met4.png
Scale: 2 px per um. Supply wires on this layer in grey.
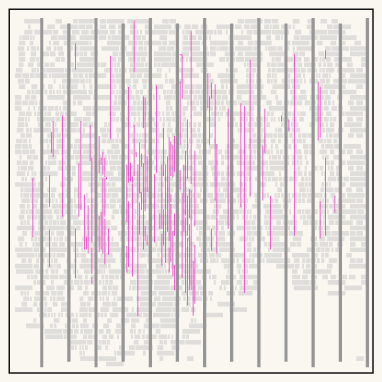
final_clocks.png
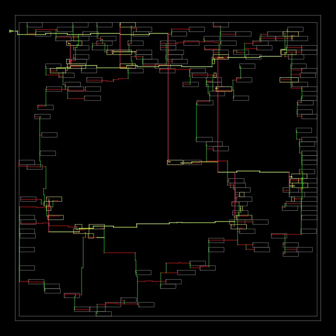
met3.png
Scale: 2 px per um.
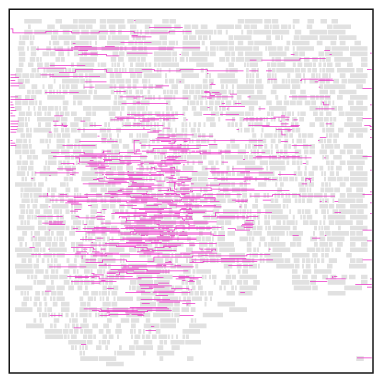
[src/rtl/cordic_vector.sv]
// Iterative vectoring-mode CORDIC: signed (x,y) -> magnitude (gain kept) and phase.
// One micro-rotation per clock, one request in flight.
`timescale 1ns/1ps
module cordic_vector #(
  parameter int XY_BITS    = 12,
  parameter int PH_BITS    = 32,
  parameter int ITERATIONS = 16
) (
  input  logic                      clk_in,
  input  logic                      rst_n,
  input  logic signed [XY_BITS-1:0] x_i,
  input  logic signed [XY_BITS-1:0] y_i,
  input  logic                      valid_in,
  output logic                      ready_out,
  output logic [XY_BITS+1:0]        mag_o,
  output logic [PH_BITS-1:0]        phase_out,
  output logic                      valid_out
);

  localparam int W  = XY_BITS + 2;
  localparam int G  = 16;
  localparam int DW = W + G;
  localparam logic [PH_BITS-1:0] HALF =
    {1'b1, {(PH_BITS-1){1'b0}}};

  typedef enum logic {IDLE, ITER} state_t;

  state_t               state_q, state_d;
  logic [4:0]           cnt_q;
  logic signed [DW-1:0] x_q, y_q;
  logic signed [DW-1:0] x_d, y_d;
  logic signed [DW-1:0] x_sh, y_sh;
  logic signed [DW-1:0] x_in, y_in;
  logic [PH_BITS-1:0]   z_q, z_d, atan_ph;
  logic [31:0]          atan32;
  logic                 zero_q, accept, last;

  function automatic logic [31:0] atan_lut(
    input logic [4:0] i
  );
    case (i)
      5'd0:    atan_lut = 32'h20000000;
      5'd1:    atan_lut = 32'h12E4051E;
      5'd2:    atan_lut = 32'h09FB385B;
      5'd3:    atan_lut = 32'h051111D4;
      5'd4:    atan_lut = 32'h028B0D43;
      5'd5:    atan_lut = 32'h0145D7E1;
      5'd6:    atan_lut = 32'h00A2F61E;
      5'd7:    atan_lut = 32'h00517C55;
      5'd8:    atan_lut = 32'h0028BE53;
      5'd9:    atan_lut = 32'h00145F2F;
      5'd10:   atan_lut = 32'h000A2F98;
      5'd11:   atan_lut = 32'h000517CC;
      5'd12:   atan_lut = 32'h00028BE6;
      5'd13:   atan_lut = 32'h000145F3;
      5'd14:   atan_lut = 32'h0000A2FA;
      5'd15:   atan_lut = 32'h0000517D;
      default: atan_lut = 32'h00000000;
    endcase
  endfunction

  assign ready_out = (state_q == IDLE);
  assign accept    = ready_out && valid_in;
  assign last      = (state_q == ITER) &&
                     (cnt_q == 5'(ITERATIONS-1));

  always_ff @(posedge clk_in or negedge rst_n) begin
    if (!rst_n) state_q <= IDLE;
    else        state_q <= state_d;
  end

  always_comb begin
    state_d = state_q;
    unique case (state_q)
      IDLE:    if (accept) state_d = ITER;
      ITER:    if (last)   state_d = IDLE;
      default: state_d = IDLE;
    endcase
  end

  // Fractional guard bits keep the residual angle well under one LSB of y.
  assign x_in = {{(W-XY_BITS){x_i[XY_BITS-1]}}, x_i, {G{1'b0}}};
  assign y_in = {{(W-XY_BITS){y_i[XY_BITS-1]}}, y_i, {G{1'b0}}};

  always_comb begin
    x_sh    = x_q >>> cnt_q;
    y_sh    = y_q >>> cnt_q;
    atan32  = atan_lut(cnt_q);
    atan_ph = atan32[31 -: PH_BITS];
    x_d     = x_q;
    y_d     = y_q;
    z_d     = z_q;
    if (!y_q[DW-1]) begin
      x_d = x_q + y_sh;
      y_d = y_q - x_sh;
      z_d = z_q + atan_ph;
    end else begin
      x_d = x_q - y_sh;
      y_d = y_q + x_sh;
      z_d = z_q - atan_ph;
    end
  end

  always_ff @(posedge clk_in or negedge rst_n) begin
    if (!rst_n) begin
      x_q       <= '0;
      y_q       <= '0;
      z_q       <= '0;
      cnt_q     <= '0;
      zero_q    <= 1'b0;
      mag_o     <= '0;
      phase_out <= '0;
      valid_out <= 1'b0;
    end else begin
      valid_out <= 1'b0;
      if (accept) begin
        cnt_q  <= '0;
        zero_q <= (x_i == '0) && (y_i == '0);
        if (x_i[XY_BITS-1]) begin
          x_q <= -x_in;
          y_q <= -y_in;
          z_q <= HALF;
        end else begin
          x_q <= x_in;
          y_q <= y_in;
          z_q <= '0;
        end
      end else if (state_q == ITER) begin
        x_q   <= x_d;
        y_q   <= y_d;
        z_q   <= z_d;
        cnt_q <= cnt_q + 5'd1;
        if (last) begin
          mag_o     <= x_d[DW-1:G];
          phase_out <= zero_q ? '0 : z_d;
          valid_out <= 1'b1;
        end
      end
    end
  end

endmodule

[config.mk]
export PLATFORM = sky130hd
export DESIGN_NAME = cordic_vector
export DESIGN_NICKNAME = d
export VERILOG_FILES = /design/src/rtl/cordic_vector.sv
export SDC_FILE = /design/constraint.sdc
export NUM_CORES = 1
export LEC_CHECK = 0
export ABC_AREA = 0
export CORE_MARGIN = 2
export CORE_UTILIZATION = 55
export DETAILED_ROUTE_END_ITERATION = 16
export GPL_ROUTABILITY_DRIVEN = 0
export PLACE_DENSITY = 0.73
export SLEW_MARGIN = 0
export SYNTH_ARGS = -nofsm -noshare
export SYNTH_HDL_FRONTEND = slang
export SYNTH_SLANG_ARGS = --single-unit
[constraint.sdc]
create_clock -name clk_in -period 9.7 [get_ports clk_in]
set_input_delay 1.94 -clock clk_in [delete_from_list [all_inputs] [get_ports clk_in]]
set_output_delay 1.94 -clock clk_in [all_outputs]
set_load 0.05 [all_outputs]
==> results.yml <==
# synthesis and place-and-route metrics
synth:
  leading_cell_types_by_count_after_synthesis: "sky130_fd_sc_hd__nand2_1, sky130_fd_sc_hd__nor2_1, sky130_fd_sc_hd__dfrtp_1, sky130_fd_sc_hd__a21oi_1, sky130_fd_sc_hd__o21ai_0"
  seq_area_frac_synth: 0.2118
  aoi_share: 0.2591
  syn_std_cell_area_um2: 17250
  ys.flops: 146
  synth_top_area_share: 0.2118
  yosys.area_share.simple: 0.1655
  synth_async_sr_flop_share: 1.000
  floorplan.nets: 2153
  synth-xor-area-share: 0.07973
  synth_adder_area_share: 0.08474
outcome:
  status: "finished clean"
sta:
  fin_ws_ns: 2.083
  timing.clock.skew_ns: 0.01169
  final.period_utilization: 0.7852
  achievable-frequency_mhz: 131.3
  worst_slew_margin_rel: 0.1552
  finalSetupTns_ns: 0
  worst_hold_slack_ns: 0.4816
setup_path:
  crit_buf_inv: 2
  critPathSlowestCell: "sky130_fd_sc_hd__a21oi_1"
  rr_worst_depth: 22
  critical_path.endpoint: "phase_out[31]"
cts:
  post_cts_resized: 0
  cts_tree: "done"
  clock_sinks: 146
  cts-root-to-sink-buffers: 2
  postCtsHoldBufs: 0
run:
  openroad.warnings: 41
global_routing:
  antenna_violations_before_repair: 0
  grt_start_max_net_pins: 94
die:
  number_of_placement_rows: 64
  fp.coreArea_um2: 30750
placement:
  placement.io_buffers: 74
  dpl.cell_count: 2367
  preCtsSetupSlack_ns: 2.288
cells_and_area:
  utilization: 0.6051
routing:
  routed_antenna_nets: 0
  met2_wirelength_um: 24440
  drt-vias-per-instance: 6.940
hold_path:
  whs_endpoint: "phase_out[22]"
## Picture notes: met4.png
main direction: vertical
longest straight run: 93.2 um
nets with wire on the layer: 81
share of all routed wire: 5.3%
vias after detailed routing: 16.65k
Final Routed Wirelength: 54030 um

## Picture notes: final_clocks.png
tally of clock buffers in the finished layout: 21
flip-flops: 146

## Picture notes: met3.png
wire length on this layer: 5410 um
longest straight run: 68.1 um
share of all routed wire: 10%
GRT met3 Usage: 0.07761

==> final cells by class <==
cell class | count | area, um2
fill | 2724 | 12140
clock inverter | 11 | 152.6
timing repair buffer | 95 | 912.1
inverter | 50 | 187.7
multi-input combinational | 1680 | 12740
sequential | 146 | 3667
tap | 396 | 495.5
clock buffer | 21 | 450.4
==> tightest hold or removal path, delay by kind of cell, from the launching register on <==
family	cells	cell delay (ns)
AOI/OAI and AO/OA	1	0.05
DFF	1	0.35
and+or+nand+nor	1	0.05
